==> run_1/cell_classes.png <==
Scale bar: 20 um.
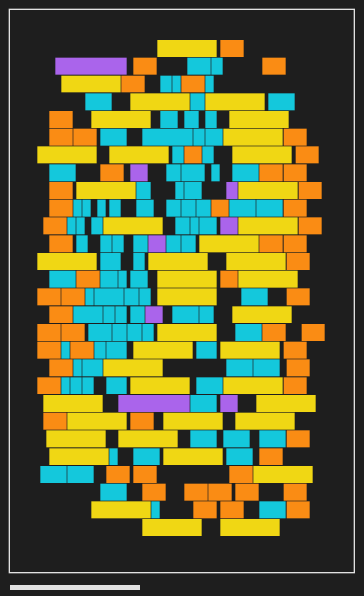
==> run_1/registers.png <==
Scale bar: 20 um. Other sequential cells in the stronger grey, the rest of the logic in the fainter grey.
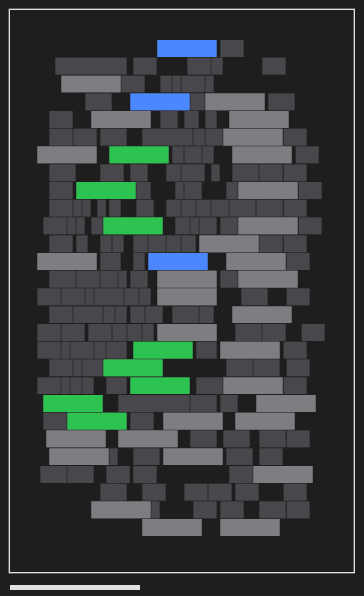
==> run_1/gate_families.png <==
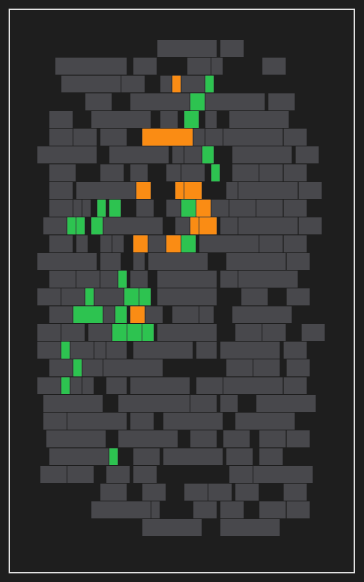
### src/rtl/control_seq_pkg.sv
// Shared definitions for the control sequencer: data width, opcodes,
// FSM state encodings and register-file write-select codes.
package control_seq_pkg;

  localparam int DATA_W = 8;

  // Instruction opcode field, IR[7:6]
  typedef enum logic [1:0] {
    OP_ALU  = 2'b00,
    OP_LDI  = 2'b01,
    OP_JMP  = 2'b10,
    OP_HALT = 2'b11
  } opcode_t;

  // Sequencer states, one 3-bit code each
  typedef enum logic [2:0] {
    S_FETCH  = 3'd0,
    S_DECODE = 3'd1,
    S_EXEC   = 3'd2,
    S_IMM    = 3'd3,
    S_WB     = 3'd4,
    S_HALT   = 3'd5
  } state_t;

  // Register-file write selects
  localparam logic [2:0] HAB_NONE = 3'b000;  // no write
  localparam logic [2:0] HAB_R0   = 3'b001;  // R0 <= ALU result
  localparam logic [2:0] HAB_R7   = 3'b011;  // R7 <= return address
  localparam logic [2:0] HAB_RX   = 3'b100;  // R[RX] <= immediate byte

endpackage

### src/rtl/cs_pc_reg.sv
// Program counter: 8-bit, wraps FF->00 silently. A jump load takes
// priority over the post-read increment (the two never coincide anyway).
module cs_pc_reg
  import control_seq_pkg::*;
(
  input  logic              clk,
  input  logic              reset,
  input  logic              load,
  input  logic              inc,
  input  logic [DATA_W-1:0] load_value,
  output logic [DATA_W-1:0] pc
);

  // PC update: async clear, then load, then increment
  always_ff @(posedge clk or posedge reset) begin
    if (reset) begin
      pc <= '0;
    end else if (load) begin
      pc <= load_value;
    end else if (inc) begin
      pc <= pc + 8'd1;
    end
  end

endmodule

### src/rtl/control_seq.sv
// Instruction sequencer for a tiny 8-bit machine. Fetches one byte per
// instruction (plus an immediate byte for LDI), decodes the 2-bit opcode
// and issues ALU strobes and register-file write selects. All outputs are
// registered; a read request is only raised from inside a read state, so
// the first cycle after reset and the first cycle of S_IMM are request
// setup cycles, while the S_WB -> S_FETCH edge raises the request early.
module control_seq
  import control_seq_pkg::*;
(
  input  logic              clk,
  input  logic              reset,
  input  logic [DATA_W-1:0] INSTR,
  input  logic              MEM_RDY,
  input  logic [DATA_W-1:0] RY_DATO,
  output logic [DATA_W-1:0] MEM_ADDR,
  output logic              MEM_RD,
  output logic [2:0]        HAB,
  output logic [2:0]        RX,
  output logic [2:0]        RY,
  output logic [DATA_W-1:0] DATO,
  output logic [DATA_W-1:0] PC_VAL,
  output logic              ALU_EN,
  output logic              HALTED
);

  state_t            state_reg;
  logic [DATA_W-1:0] ir_reg;
  logic [DATA_W-1:0] dato_reg;
  logic [DATA_W-1:0] pc_val_reg;
  logic [2:0]        hab_reg;
  logic              mem_rd_reg;
  logic              alu_en_reg;
  logic              halted_reg;

  logic [DATA_W-1:0] pc;
  logic              rd_accept;
  logic              pc_inc;
  logic              pc_load;
  opcode_t           op;

  assign op = opcode_t'(ir_reg[7:6]);

  // A read completes only when we are actually requesting; MEM_RDY alone
  // is ignored.
  assign rd_accept = mem_rd_reg && MEM_RDY;
  assign pc_inc    = rd_accept && ((state_reg == S_FETCH) || (state_reg == S_IMM));

  // The jump target is taken from RY_DATO at the S_WB edge, the same edge
  // on which the R7 return-address write lands, so RY=7 sees the old R7.
  assign pc_load   = (state_reg == S_WB) && (op == OP_JMP);

  cs_pc_reg u_pc (
    .clk        (clk),
    .reset      (reset),
    .load       (pc_load),
    .inc        (pc_inc),
    .load_value (RY_DATO),
    .pc         (pc)
  );

  // Sequencer FSM with registered outputs; strobes default low every cycle
  always_ff @(posedge clk or posedge reset) begin
    if (reset) begin
      state_reg  <= S_FETCH;
      ir_reg     <= '0;
      dato_reg   <= '0;
      pc_val_reg <= '0;
      hab_reg    <= HAB_NONE;
      mem_rd_reg <= 1'b0;
      alu_en_reg <= 1'b0;
      halted_reg <= 1'b0;
    end else begin
      hab_reg    <= HAB_NONE;
      alu_en_reg <= 1'b0;
      case (state_reg)
        S_FETCH: begin
          if (rd_accept) begin
            ir_reg     <= INSTR;
            mem_rd_reg <= 1'b0;
            state_reg  <= S_DECODE;
          end else begin
            mem_rd_reg <= 1'b1;
          end
        end
        S_DECODE: begin
          case (op)
            OP_ALU: begin
              alu_en_reg <= 1'b1;
              state_reg  <= S_EXEC;
            end
            OP_LDI: begin
              state_reg  <= S_IMM;
            end
            OP_JMP: begin
              // PC already points past the JMP byte: that is the return address
              hab_reg    <= HAB_R7;
              pc_val_reg <= pc;
              state_reg  <= S_WB;
            end
            default: begin
              halted_reg <= 1'b1;
              state_reg  <= S_HALT;
            end
          endcase
        end
        S_EXEC: begin
          hab_reg   <= HAB_R0;
          state_reg <= S_WB;
        end
        S_IMM: begin
          if (rd_accept) begin
            dato_reg   <= INSTR;
            mem_rd_reg <= 1'b0;
            hab_reg    <= HAB_RX;
            state_reg  <= S_WB;
          end else begin
            mem_rd_reg <= 1'b1;
          end
        end
        S_WB: begin
          // Request the next instruction at once so fetch costs no setup cycle
          mem_rd_reg <= 1'b1;
          state_reg  <= S_FETCH;
        end
        S_HALT: begin
          state_reg <= S_HALT;
        end
        default: begin
          mem_rd_reg <= 1'b0;
          state_reg  <= S_FETCH;
        end
      endcase
    end
  end

  assign MEM_ADDR = pc;
  assign MEM_RD   = mem_rd_reg;
  assign HAB      = hab_reg;
  assign RX       = ir_reg[5:3];
  assign RY       = ir_reg[2:0];
  assign DATO     = dato_reg;
  assign PC_VAL   = pc_val_reg;
  assign ALU_EN   = alu_en_reg;
  assign HALTED   = halted_reg;

endmodule

### config.mk
export PLATFORM = sky130hd
export DESIGN_NAME = control_seq
export DESIGN_NICKNAME = d
export VERILOG_FILES = /design/src/rtl/control_seq_pkg.sv /design/src/rtl/cs_pc_reg.sv /design/src/rtl/control_seq.sv
export SDC_FILE = /design/constraint.sdc
export NUM_CORES = 1
export LEC_CHECK = 0
export CORE_ASPECT_RATIO = 1.75
export CORE_MARGIN = 4
export CORE_UTILIZATION = 52
export CTS_BUF_LIST = sky130_fd_sc_hd__clkbuf_4
export CTS_CLUSTER_SIZE = 25
export DETAILED_ROUTE_END_ITERATION = 6
export PLACE_DENSITY = 0.84
export SLEW_MARGIN = 20
export SYNTH_ARGS = -nofsm -noshare
export SYNTH_HDL_FRONTEND = slang
export SYNTH_HIERARCHICAL = 1
export SYNTH_SLANG_ARGS = --single-unit
### constraint.sdc
create_clock -name clk -period 3.8 [get_ports clk]
set_input_delay 0.57 -clock clk [delete_from_list [all_inputs] [get_ports clk]]
set_output_delay 0.57 -clock clk [all_outputs]
set_load 0.02 [all_outputs]
==> flow_results.xml, run 1 <==
<?xml version="1.0" encoding="UTF-8"?>
<metrics>
  <group name="critical_path">
    <metric name="r2r.worst_path.cells" unit="">7</metric>
    <metric name="critPathMaxFanout" unit="">10</metric>
    <metric name="worstPathRequired" unit="ns">4.09</metric>
    <metric name="cp_data_arrival_time" unit="ns">2.53</metric>
    <metric name="cp_slowest_stage_delay" unit="ns">0.48</metric>
    <metric name="r2r-end" unit="">u_pc/pc[7]</metric>
    <metric name="worst-path-stages" unit="">8</metric>
    <metric name="setup.worst_path.class" unit="">in2reg</metric>
    <metric name="path_delay_family" unit="">simple AND/OR/NAND/NOR gates</metric>
    <metric name="regToRegSetupSlack" unit="ns">1.66</metric>
    <metric name="worstPathBufferInverterCount" unit="">2</metric>
    <metric name="rr_startpoint" unit="">state_reg[1]</metric>
  </group>
  <group name="logic_synthesis">
    <metric name="synth_xor_xnor_area_share" unit="%">1.93</metric>
    <metric name="ys_sh_mux" unit="%">16.0</metric>
    <metric name="synth_area_per_cell" unit="um2">12.3</metric>
    <metric name="top_cells_by_count_synth" unit="">sky130_fd_sc_hd__dfrtp_1 (41), sky130_fd_sc_hd__mux2_2 (24), sky130_fd_sc_hd__nand2_1 (11), sky130_fd_sc_hd__o21ai_0 (10), sky130_fd_sc_hd__buf_4 (7)</metric>
    <metric name="synth-edff-count" unit="">0</metric>
    <metric name="ys.flops" unit="">41</metric>
    <metric name="yosys_warnings" unit="">6</metric>
    <metric name="synthDominantAreaCellType" unit="">sky130_fd_sc_hd__dfrtp_1</metric>
    <metric name="synth.distinct_cells" unit="">34</metric>
    <metric name="post_synth_inst_count" unit="">148</metric>
    <metric name="netlist.area_leader.share" unit="%">56.6</metric>
    <metric name="netlist_area_pre_place" unit="um2">1810</metric>
    <metric name="ys_cells" unit="">148</metric>
    <metric name="synth_chip_area" unit="um2">1810</metric>
  </group>
  <group name="run_status">
    <metric name="run_status" unit="">finished clean</metric>
  </group>
  <group name="final_layout">
    <metric name="filler_cell_count" unit="">234</metric>
    <metric name="logic_area" unit="um2">691</metric>
    <metric name="numSequentialCells" unit="">41</metric>
    <metric name="syn_to_final_growth" unit="%">35.0</metric>
    <metric name="nonClockBufferCount" unit="">57</metric>
    <metric name="lay_top_cells" unit="">sky130_fd_sc_hd__clkdlybuf4s50_1 (54), sky130_fd_sc_hd__dfrtp_1 (41), sky130_fd_sc_hd__mux2_2 (24), sky130_fd_sc_hd__nand2_1 (11), sky130_fd_sc_hd__o21ai_0 (10)</metric>
    <metric name="most_used_logic_cell_in_the_final_layout" unit="">sky130_fd_sc_hd__clkdlybuf4s50_1</metric>
    <metric name="finalNonFillerCells" unit="">245</metric>
    <metric name="final-clk-cell-share" unit="%">4.19</metric>
    <metric name="non_clock_inverter_count" unit="">3</metric>
    <metric name="final_area" unit="um2">2450</metric>
    <metric name="layout_cell_share_with_drive_strength_beyond_1" unit="%">20.0</metric>
    <metric name="seqCellArea" unit="um2">1030</metric>
  </group>
  <group name="clocking">
    <metric name="cts_sinks" unit="">41</metric>
    <metric name="ctsRootBufferMaster" unit="">sky130_fd_sc_hd__clkbuf_4</metric>
    <metric name="holdBufCountCts" unit="">0</metric>
    <metric name="path_clk_slew" unit="ns">0.13</metric>
    <metric name="cts.repair_timing.setup_buffer_count" unit="">0</metric>
    <metric name="htree_num_levels" unit="">2</metric>
    <metric name="cts_resized" unit="">0</metric>
    <metric name="clk-insertion-delay-late" unit="ns">0.34</metric>
    <metric name="clock_buffer_count_from_cts" unit="">5</metric>
    <metric name="cts.path.max_buffers" unit="">2</metric>
  </group>
  <group name="drt">
    <metric name="viasPerCell" unit="">5.34</metric>
    <metric name="drt_iter0_drc" unit="">23</metric>
    <metric name="vias" unit="">1309</metric>
    <metric name="number_of_antenna_violating_nets_in_the_routed_design" unit="">0</metric>
    <metric name="detailroute.wirelength.met2" unit="um">2030</metric>
    <metric name="detail_route.wl_per_cell" unit="um">15.8</metric>
    <metric name="wirelength_met1" unit="um">1530</metric>
    <metric name="met3_length" unit="um">258</metric>
    <metric name="wirelength" unit="um">3880</metric>
  </group>
  <group name="grt">
    <metric name="overflow" unit="">0</metric>
    <metric name="number_of_antenna_violations_at_the_first_check_in_global_routing" unit="">0</metric>
    <metric name="groute.usage.overall" unit="%">19.5</metric>
    <metric name="use_met1" unit="%">22.5</metric>
    <metric name="first_global_vias" unit="">1429</metric>
    <metric name="globalRouteMet2Util" unit="%">33.9</metric>
    <metric name="m3_gr_usage" unit="%">4.70</metric>
  </group>
  <group name="min_path">
    <metric name="holdCritPathClass" unit="">in2async</metric>
  </group>
  <group name="power">
    <metric name="net-switching-power" unit="mW">0.789</metric>
    <metric name="power_frac_comb" unit="%">45.6</metric>
    <metric name="power_leakage" unit="nW">1.06</metric>
    <metric name="seq_pwr_share" unit="%">38.3</metric>
    <metric name="power-top-group" unit="">combinational logic</metric>
    <metric name="power.share.switching" unit="%">37.0</metric>
    <metric name="power-per-cell-area" unit="nW/um2">871</metric>
    <metric name="power.ir.vdd_worst" unit="uV">562</metric>
    <metric name="seq_power" unit="mW">0.818</metric>
  </group>
  <group name="floorplanning">
    <metric name="initCoreUtil" unit="%">53.9</metric>
    <metric name="num_rows" unit="">28</metric>
    <metric name="dieWidth" unit="um">52.7</metric>
    <metric name="boundaryPins" unit="">55</metric>
    <metric name="die_h" unit="um">86.1</metric>
    <metric name="core" unit="um2">3360</metric>
    <metric name="chipArea" unit="um2">4540</metric>
  </group>
  <group name="timing">
    <metric name="fmax" unit="MHz">446</metric>
    <metric name="crit_share_post_route" unit="%">59.0</metric>
    <metric name="slew-limit-headroom" unit="%">61.2</metric>
    <metric name="final_sum_of_negative_setup_slack" unit="ns">0</metric>
    <metric name="timing.final.crit_period" unit="ns">2.24</metric>
    <metric name="slew_viol_final" unit="">0</metric>
    <metric name="finalHoldViolCount" unit="">0</metric>
    <metric name="finalSetupViolCount" unit="">0</metric>
  </group>
  <group name="placed_design">
    <metric name="routabilityCongestion" unit="">0.847</metric>
    <metric name="dpl.hpwl" unit="um">2940</metric>
    <metric name="dp_cells" unit="">237</metric>
  </group>
  <group name="flow_run">
    <metric name="openroad.warnings" unit="">26</metric>
    <metric name="max_cap_viol_count" unit="">0</metric>
  </group>
</metrics>
## Picture notes: cell_classes.png
- cyan: all other logic (cells 94; share of their area 29%)
- purple: clock drivers and dummy loads (cells 8; share of their area 4.3%)
- orange: other buffers and delay cells (cells 57; share of their area 24%)
- yellow: flip-flops (cells 41; share of their area 43%)

## Picture notes: registers.png
- blue: `state_reg` (placed flops 3)
- green: `u_pc/pc` (placed flops 8)

## Picture notes: gate_families.png
- orange: NOR gates (cells 11)
- green: NAND gates (cells 25)

==> run_1/final_congestion.png <==
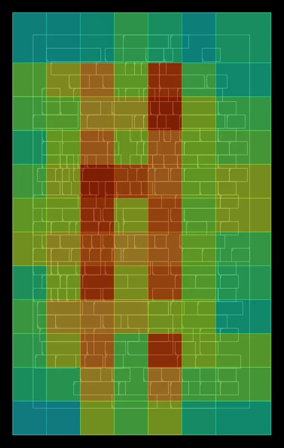

--- run 2 (diff from run 1) ---
--- a/config.mk
+++ b/config.mk
@@ -7,11 +7,11 @@
 export LEC_CHECK = 0
 export CORE_ASPECT_RATIO = 1.75
 export CORE_MARGIN = 4
-export CORE_UTILIZATION = 52
+export CORE_UTILIZATION = 48
 export CTS_BUF_LIST = sky130_fd_sc_hd__clkbuf_4
 export CTS_CLUSTER_SIZE = 25
 export DETAILED_ROUTE_END_ITERATION = 6
-export PLACE_DENSITY = 0.84
+export PLACE_DENSITY = 0.79
 export SLEW_MARGIN = 20
 export SYNTH_ARGS = -nofsm -noshare
 export SYNTH_HDL_FRONTEND = slang
==> constraint.sdc (replaced) <==
create_clock -name clk -period 2.3 [get_ports clk]
set_input_delay 0.345 -clock clk [delete_from_list [all_inputs] [get_ports clk]]
set_output_delay 0.345 -clock clk [all_outputs]
set_load 0.02 [all_outputs]
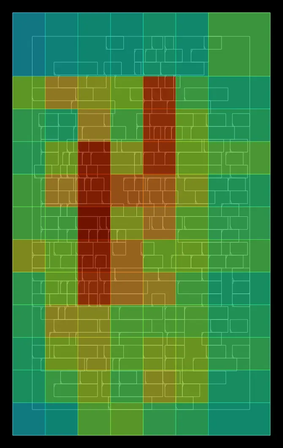
(run_2/final_congestion.png)
most utilized layer in the global route result: met2
share of the core filled with cells in the final layout: 66.7%

==> run 2 against run 1 <==
  * Global-route usage is 2.0 points lower
  * Register-to-register slack got worse by 1.4 ns
  * Final cell count unchanged
  * Clock power up 27%
  * Die size rose by 7.3%
  * Worst hold slack worse by 0.21 ns
  * Flip-flop count unchanged
  * Sequential share of layout area rose by 0.50 points
  * Wire length is 2.0% lower
  * Largest cell class unchanged
  * Synthesized area unchanged
  * First-iteration DRC count rose by 26%
  * Critical endpoint unchanged
==> flow_results.xml, run 2 <==
<?xml version="1.0" encoding="UTF-8"?>
<metrics>
  <group name="run_status">
    <metric name="run_status" unit="">finished clean</metric>
  </group>
  <group name="critical_path">
    <metric name="r2r-end" unit="">u_pc/pc[7]</metric>
    <metric name="crit_path_start" unit="">state_reg[1]</metric>
    <metric name="setup.worst_path.class" unit="">reg2reg</metric>
    <metric name="worstPathRequired" unit="ns">2.58</metric>
    <metric name="path_delay_family" unit="">simple AND/OR/NAND/NOR gates</metric>
    <metric name="worstPathBufferInverterCount" unit="">0</metric>
    <metric name="regToRegSetupSlack" unit="ns">0.25</metric>
    <metric name="worst-path-stages" unit="">6</metric>
    <metric name="critPathMaxFanout" unit="">12</metric>
    <metric name="cp_slowest_stage_delay" unit="ns">0.60</metric>
    <metric name="r2r.worst_path.cells" unit="">6</metric>
    <metric name="kind_of_capture_point_of_the_worst_setup_path" unit="">register</metric>
    <metric name="rr_startpoint" unit="">state_reg[1]</metric>
  </group>
  <group name="grt">
    <metric name="first_global_vias" unit="">1456</metric>
    <metric name="number_of_antenna_violations_at_the_first_check_in_global_routing" unit="">0</metric>
    <metric name="use_met1" unit="%">18.6</metric>
    <metric name="groute.usage.overall" unit="%">17.5</metric>
    <metric name="overflow" unit="">0</metric>
    <metric name="grt_start_max_net_pins" unit="">24</metric>
    <metric name="globalRouteMet2Util" unit="%">30.9</metric>
  </group>
  <group name="final_layout">
    <metric name="non_clock_inverter_count" unit="">3</metric>
    <metric name="seq-cell-share" unit="%">42.4</metric>
    <metric name="logic_area" unit="um2">691</metric>
    <metric name="nonClockBufferCount" unit="">57</metric>
    <metric name="numSequentialCells" unit="">41</metric>
    <metric name="layout_cell_share_with_drive_strength_beyond_1" unit="%">19.6</metric>
    <metric name="final-clk-cell-share" unit="%">3.00</metric>
    <metric name="syn_to_final_growth" unit="%">33.4</metric>
    <metric name="most_used_logic_cell_in_the_final_layout" unit="">sky130_fd_sc_hd__clkdlybuf4s50_1</metric>
    <metric name="lay_top_cells" unit="">sky130_fd_sc_hd__clkdlybuf4s50_1 (54), sky130_fd_sc_hd__dfrtp_1 (41), sky130_fd_sc_hd__mux2_2 (24), sky130_fd_sc_hd__nand2_1 (11), sky130_fd_sc_hd__o21ai_0 (10)</metric>
    <metric name="filler_cell_count" unit="">278</metric>
    <metric name="finalNonFillerCells" unit="">245</metric>
    <metric name="final_area" unit="um2">2420</metric>
    <metric name="seqCellArea" unit="um2">1030</metric>
  </group>
  <group name="clocking">
    <metric name="cts_resized" unit="">0</metric>
    <metric name="htree_num_levels" unit="">2</metric>
    <metric name="cts.path.max_buffers" unit="">2</metric>
    <metric name="cts_sinks" unit="">41</metric>
    <metric name="cts.repair_timing.setup_buffer_count" unit="">0</metric>
    <metric name="path_clk_slew" unit="ns">0.12</metric>
    <metric name="clk-insertion-delay-late" unit="ns">0.33</metric>
    <metric name="clock_buffer_count_from_cts" unit="">5</metric>
    <metric name="ctsRootBufferMaster" unit="">sky130_fd_sc_hd__clkbuf_4</metric>
    <metric name="holdBufCountCts" unit="">0</metric>
  </group>
  <group name="logic_synthesis">
    <metric name="synth_xor_xnor_area_share" unit="%">1.93</metric>
    <metric name="synth.distinct_cells" unit="">34</metric>
    <metric name="synth-edff-count" unit="">0</metric>
    <metric name="ys_cells" unit="">148</metric>
    <metric name="netlist_area_pre_place" unit="um2">1810</metric>
    <metric name="post_synth_inst_count" unit="">148</metric>
    <metric name="synth.cellmix.simpleShare" unit="%">14.2</metric>
    <metric name="top_cells_by_count_synth" unit="">sky130_fd_sc_hd__dfrtp_1 (41), sky130_fd_sc_hd__mux2_2 (24), sky130_fd_sc_hd__nand2_1 (11), sky130_fd_sc_hd__o21ai_0 (10), sky130_fd_sc_hd__buf_4 (7)</metric>
    <metric name="yosys_warnings" unit="">6</metric>
    <metric name="ys_sh_mux" unit="%">16.0</metric>
    <metric name="synth_chip_area" unit="um2">1810</metric>
    <metric name="synthDominantAreaCellType" unit="">sky130_fd_sc_hd__dfrtp_1</metric>
    <metric name="synth_area_per_cell" unit="um2">12.3</metric>
    <metric name="ys.flops" unit="">41</metric>
  </group>
  <group name="power">
    <metric name="power.ir.vdd_worst" unit="uV">865</metric>
    <metric name="power_leakage" unit="nW">1.05</metric>
    <metric name="seq_pwr_share" unit="%">40.0</metric>
    <metric name="power-per-cell-area" unit="nW/um2">1400</metric>
    <metric name="net-switching-power" unit="mW">1.29</metric>
    <metric name="power_frac_comb" unit="%">47.1</metric>
    <metric name="seq_power" unit="mW">1.36</metric>
    <metric name="power-top-group" unit="">combinational logic</metric>
    <metric name="power.share.switching" unit="%">37.9</metric>
  </group>
  <group name="timing">
    <metric name="timing.final.crit_period" unit="ns">2.05</metric>
    <metric name="crit_share_post_route" unit="%">89.2</metric>
    <metric name="slew-limit-headroom" unit="%">64.1</metric>
    <metric name="slew_viol_final" unit="">0</metric>
    <metric name="finalHoldViolCount" unit="">0</metric>
    <metric name="final_sum_of_negative_setup_slack" unit="ns">0</metric>
    <metric name="fmax" unit="MHz">488</metric>
    <metric name="finalSetupViolCount" unit="">0</metric>
  </group>
  <group name="placed_design">
    <metric name="dp_cells" unit="">238</metric>
    <metric name="routabilityCongestion" unit="">0.816</metric>
    <metric name="dpl.hpwl" unit="um">2900</metric>
  </group>
  <group name="floorplanning">
    <metric name="core" unit="um2">3630</metric>
    <metric name="dieWidth" unit="um">54.5</metric>
    <metric name="initCoreUtil" unit="%">50.0</metric>
    <metric name="die_h" unit="um">89.3</metric>
    <metric name="boundaryPins" unit="">55</metric>
    <metric name="num_rows" unit="">29</metric>
    <metric name="chipArea" unit="um2">4870</metric>
  </group>
  <group name="drt">
    <metric name="viasPerCell" unit="">5.49</metric>
    <metric name="drt_iter0_drc" unit="">29</metric>
    <metric name="wirelength_met1" unit="um">1390</metric>
    <metric name="number_of_antenna_violating_nets_in_the_routed_design" unit="">0</metric>
    <metric name="wirelength" unit="um">3810</metric>
    <metric name="detail_route.wl_per_cell" unit="um">15.5</metric>
    <metric name="detailroute.wirelength.met2" unit="um">2060</metric>
    <metric name="met3_length" unit="um">282</metric>
  </group>
  <group name="flow_run">
    <metric name="max_cap_viol_count" unit="">0</metric>
    <metric name="openroad.warnings" unit="">26</metric>
  </group>
</metrics>
--- run 3 (diff from run 2) ---
--- a/config.mk
+++ b/config.mk
@@ -5,6 +5,7 @@
 export SDC_FILE = /design/constraint.sdc
 export NUM_CORES = 1
 export LEC_CHECK = 0
+export CAP_MARGIN = 20
 export CORE_ASPECT_RATIO = 1.75
 export CORE_MARGIN = 4
 export CORE_UTILIZATION = 48
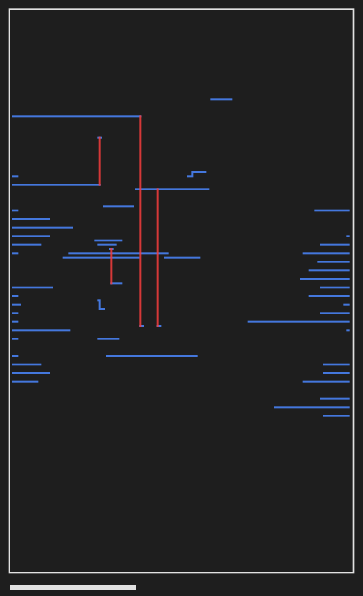
(run_3/metal_stack.png)
Scale bar: 20 um. Two of the layers only.
- red: met4 (wire length 68.0 um)
- blue: met3 (wire length 283 um)
All-Layer GR Usage: 17.5%
DR vias: 1346
WL final: 3810 um
routed wire length per instance: 15.5 um

==> run 3 against run 2 <==
  * Via count unchanged
  * Final area unchanged
  * Largest power group unchanged
  * First-iteration DRC count unchanged
  * Global-route usage unchanged
  * Fmax unchanged
  * Sequential share of layout area unchanged
  * Largest cell class unchanged
  * Critical path type unchanged
  * Clock-buffer cell count unchanged
  * Wire length unchanged
==> flow_results.xml, run 3 <==
<?xml version="1.0" encoding="UTF-8"?>
<metrics>
  <group name="final_layout">
    <metric name="final_net_count" unit="">219</metric>
    <metric name="clockBufferCount" unit="">5</metric>
    <metric name="lay_top_cells" unit="">sky130_fd_sc_hd__clkdlybuf4s50_1 (54), sky130_fd_sc_hd__dfrtp_1 (41), sky130_fd_sc_hd__mux2_2 (24), sky130_fd_sc_hd__nand2_1 (11), sky130_fd_sc_hd__o21ai_0 (10)</metric>
    <metric name="finalNonFillerCells" unit="">245</metric>
    <metric name="seqCellArea" unit="um2">1030</metric>
    <metric name="layout.buffer.nonclock.area_share" unit="%">23.3</metric>
    <metric name="syn_to_final_growth" unit="%">33.4</metric>
    <metric name="finish.utilization" unit="%">66.7</metric>
    <metric name="final_area" unit="um2">2420</metric>
    <metric name="seq-cell-share" unit="%">42.4</metric>
    <metric name="filler_cell_count" unit="">278</metric>
    <metric name="antenna_diode_count" unit="">0</metric>
    <metric name="final-clk-cell-share" unit="%">3.00</metric>
    <metric name="comb.multi_input.count" unit="">91</metric>
    <metric name="comb-cell-share" unit="%">28.5</metric>
    <metric name="layout_cell_share_with_drive_strength_beyond_1" unit="%">19.6</metric>
    <metric name="logic_area" unit="um2">691</metric>
    <metric name="most_used_logic_cell_in_the_final_layout" unit="">sky130_fd_sc_hd__clkdlybuf4s50_1</metric>
    <metric name="nonClockBufferCount" unit="">57</metric>
    <metric name="numSequentialCells" unit="">41</metric>
    <metric name="non_clock_inverter_count" unit="">3</metric>
  </group>
  <group name="logic_synthesis">
    <metric name="synth_compound_gate_area_share" unit="%">5.24</metric>
    <metric name="top_logic_kind" unit="">multiplexers</metric>
    <metric name="netlist_top_cells_area" unit="">sky130_fd_sc_hd__dfrtp_1 (57%), sky130_fd_sc_hd__mux2_2 (15%), sky130_fd_sc_hd__buf_4 (2.9%)</metric>
    <metric name="netlist.area_leader.share" unit="%">56.6</metric>
    <metric name="synthDominantAreaCellType" unit="">sky130_fd_sc_hd__dfrtp_1</metric>
    <metric name="synth_chip_area" unit="um2">1810</metric>
    <metric name="synth-adder-area-share" unit="%">0.690</metric>
    <metric name="synth.cellmix.simpleShare" unit="%">14.2</metric>
    <metric name="netlist_area_pre_place" unit="um2">1810</metric>
    <metric name="ys_sh_mux" unit="%">16.0</metric>
    <metric name="ys_cells" unit="">148</metric>
    <metric name="synth-edff-count" unit="">0</metric>
    <metric name="top_cells_by_count_synth" unit="">sky130_fd_sc_hd__dfrtp_1 (41), sky130_fd_sc_hd__mux2_2 (24), sky130_fd_sc_hd__nand2_1 (11), sky130_fd_sc_hd__o21ai_0 (10), sky130_fd_sc_hd__buf_4 (7)</metric>
    <metric name="synth_top_flop_cell" unit="">sky130_fd_sc_hd__dfrtp_1</metric>
    <metric name="synth.distinct_cells" unit="">34</metric>
    <metric name="synthArstFlopShare" unit="%">100</metric>
    <metric name="synth_xor_xnor_area_share" unit="%">1.93</metric>
    <metric name="synth_area_per_cell" unit="um2">12.3</metric>
    <metric name="synth.yosys.seq_area_share" unit="%">56.6</metric>
    <metric name="ys.flops" unit="">41</metric>
    <metric name="post_synth_inst_count" unit="">148</metric>
    <metric name="synth.most_common_cell" unit="">sky130_fd_sc_hd__dfrtp_1</metric>
    <metric name="yosys_warnings" unit="">6</metric>
  </group>
  <group name="drt">
    <metric name="met3_length" unit="um">282</metric>
    <metric name="highest-signal-layer" unit="">met4</metric>
    <metric name="drt_iter0_drc" unit="">29</metric>
    <metric name="wirelength_met1" unit="um">1390</metric>
    <metric name="viasPerCell" unit="">5.49</metric>
    <metric name="drt_pass1_iterations" unit="">4</metric>
    <metric name="number_of_antenna_violating_nets_in_the_routed_design" unit="">0</metric>
    <metric name="detailroute.wirelength.met2" unit="um">2060</metric>
  </group>
  <group name="grt">
    <metric name="overflow" unit="">0</metric>
    <metric name="globalRouteMet2Util" unit="%">30.9</metric>
    <metric name="grt_start_max_net_pins" unit="">24</metric>
    <metric name="m3_gr_usage" unit="%">4.34</metric>
    <metric name="first_global_vias" unit="">1456</metric>
    <metric name="number_of_antenna_violations_at_the_first_check_in_global_routing" unit="">0</metric>
    <metric name="use_met1" unit="%">18.6</metric>
    <metric name="gr-max-usage-layer" unit="">met2</metric>
  </group>
  <group name="power">
    <metric name="power-per-cell-area" unit="nW/um2">1400</metric>
    <metric name="intPower" unit="mW">2.11</metric>
    <metric name="pwr.group.combinational" unit="mW">1.60</metric>
    <metric name="clock_power_share" unit="%">12.9</metric>
    <metric name="power-top-group" unit="">combinational logic</metric>
    <metric name="power.share.switching" unit="%">37.9</metric>
    <metric name="power.ir.vdd_worst" unit="uV">865</metric>
    <metric name="net-switching-power" unit="mW">1.29</metric>
    <metric name="seq_pwr_share" unit="%">40.0</metric>
    <metric name="seq_power" unit="mW">1.36</metric>
    <metric name="power_frac_comb" unit="%">47.1</metric>
    <metric name="power_leakage" unit="nW">1.05</metric>
  </group>
  <group name="timing">
    <metric name="finalSetupViolCount" unit="">0</metric>
    <metric name="tightest_slew" unit="ns">0.539</metric>
    <metric name="final_sum_of_negative_setup_slack" unit="ns">0</metric>
    <metric name="slew-limit-headroom" unit="%">64.1</metric>
    <metric name="fmax" unit="MHz">488</metric>
    <metric name="crit_share_post_route" unit="%">89.2</metric>
    <metric name="slew_viol_final" unit="">0</metric>
    <metric name="fin_worst_hold_slack" unit="ns">0.278</metric>
    <metric name="finalHoldViolCount" unit="">0</metric>
    <metric name="clock_skew" unit="ns">0.00906</metric>
    <metric name="timing.final.crit_period" unit="ns">2.05</metric>
    <metric name="rsz0062_at_grt" unit="">no</metric>
  </group>
  <group name="placed_design">
    <metric name="dpl.hpwl" unit="um">2900</metric>
    <metric name="detailed_place.area" unit="um2">2350</metric>
    <metric name="routabilityCongestion" unit="">0.816</metric>
    <metric name="dp_cells" unit="">238</metric>
    <metric name="dp_slack" unit="ns">0.0335</metric>
  </group>
  <group name="critical_path">
    <metric name="worstPathRequired" unit="ns">2.58</metric>
    <metric name="worstPathBufferInverterCount" unit="">0</metric>
    <metric name="crit_end" unit="">u_pc/pc[7]</metric>
    <metric name="worstPathCellList" unit="">and2_1 -&gt; nor3b_1 -&gt; or2_2 -&gt; nand4_1 -&gt; or4_1 -&gt; nand3_1</metric>
    <metric name="worst-path-stages" unit="">6</metric>
    <metric name="setup.worst_path.class" unit="">reg2reg</metric>
    <metric name="regToRegSetupSlack" unit="ns">0.25</metric>
    <metric name="kind_of_capture_point_of_the_worst_setup_path" unit="">register</metric>
    <metric name="crit_path_start_kind" unit="">register</metric>
    <metric name="r2r.worst_path.cells" unit="">6</metric>
    <metric name="cp_slowest_stage_delay" unit="ns">0.60</metric>
    <metric name="path_delay_family" unit="">simple AND/OR/NAND/NOR gates</metric>
    <metric name="r2r-end" unit="">u_pc/pc[7]</metric>
    <metric name="crit_path_start" unit="">state_reg[1]</metric>
    <metric name="critPathMaxFanout" unit="">12</metric>
    <metric name="rr_startpoint" unit="">state_reg[1]</metric>
    <metric name="worst_path_max_delay_cell" unit="">sky130_fd_sc_hd__dfrtp_1</metric>
  </group>
  <group name="clocking">
    <metric name="cts.repair_timing.setup_buffer_count" unit="">0</metric>
    <metric name="cts_sinks" unit="">41</metric>
    <metric name="cts.path.max_buffers" unit="">2</metric>
    <metric name="path_clk_slew" unit="ns">0.12</metric>
    <metric name="cts_resized" unit="">0</metric>
    <metric name="holdBufCountCts" unit="">0</metric>
    <metric name="ctsRootBufferMaster" unit="">sky130_fd_sc_hd__clkbuf_4</metric>
    <metric name="clk-insertion-delay-late" unit="ns">0.33</metric>
    <metric name="clock_buffer_count_from_cts" unit="">5</metric>
    <metric name="cts_tree" unit="">yes</metric>
    <metric name="htree_num_levels" unit="">2</metric>
  </group>
  <group name="flow_run">
    <metric name="max_cap_viol_count" unit="">0</metric>
    <metric name="openroad.warnings" unit="">26</metric>
  </group>
  <group name="floorplanning">
    <metric name="initCoreUtil" unit="%">50.0</metric>
    <metric name="boundaryPins" unit="">55</metric>
    <metric name="dieWidth" unit="um">54.5</metric>
    <metric name="core" unit="um2">3630</metric>
    <metric name="chipArea" unit="um2">4870</metric>
    <metric name="num_rows" unit="">29</metric>
    <metric name="die_h" unit="um">89.3</metric>
  </group>
  <group name="run_status">
    <metric name="run_status" unit="">finished clean</metric>
  </group>
  <group name="min_path">
    <metric name="holdCritPathClass" unit="">in2async</metric>
  </group>
</metrics>
Power figures rest on the tool's default switching activity, not on a simulated workload.
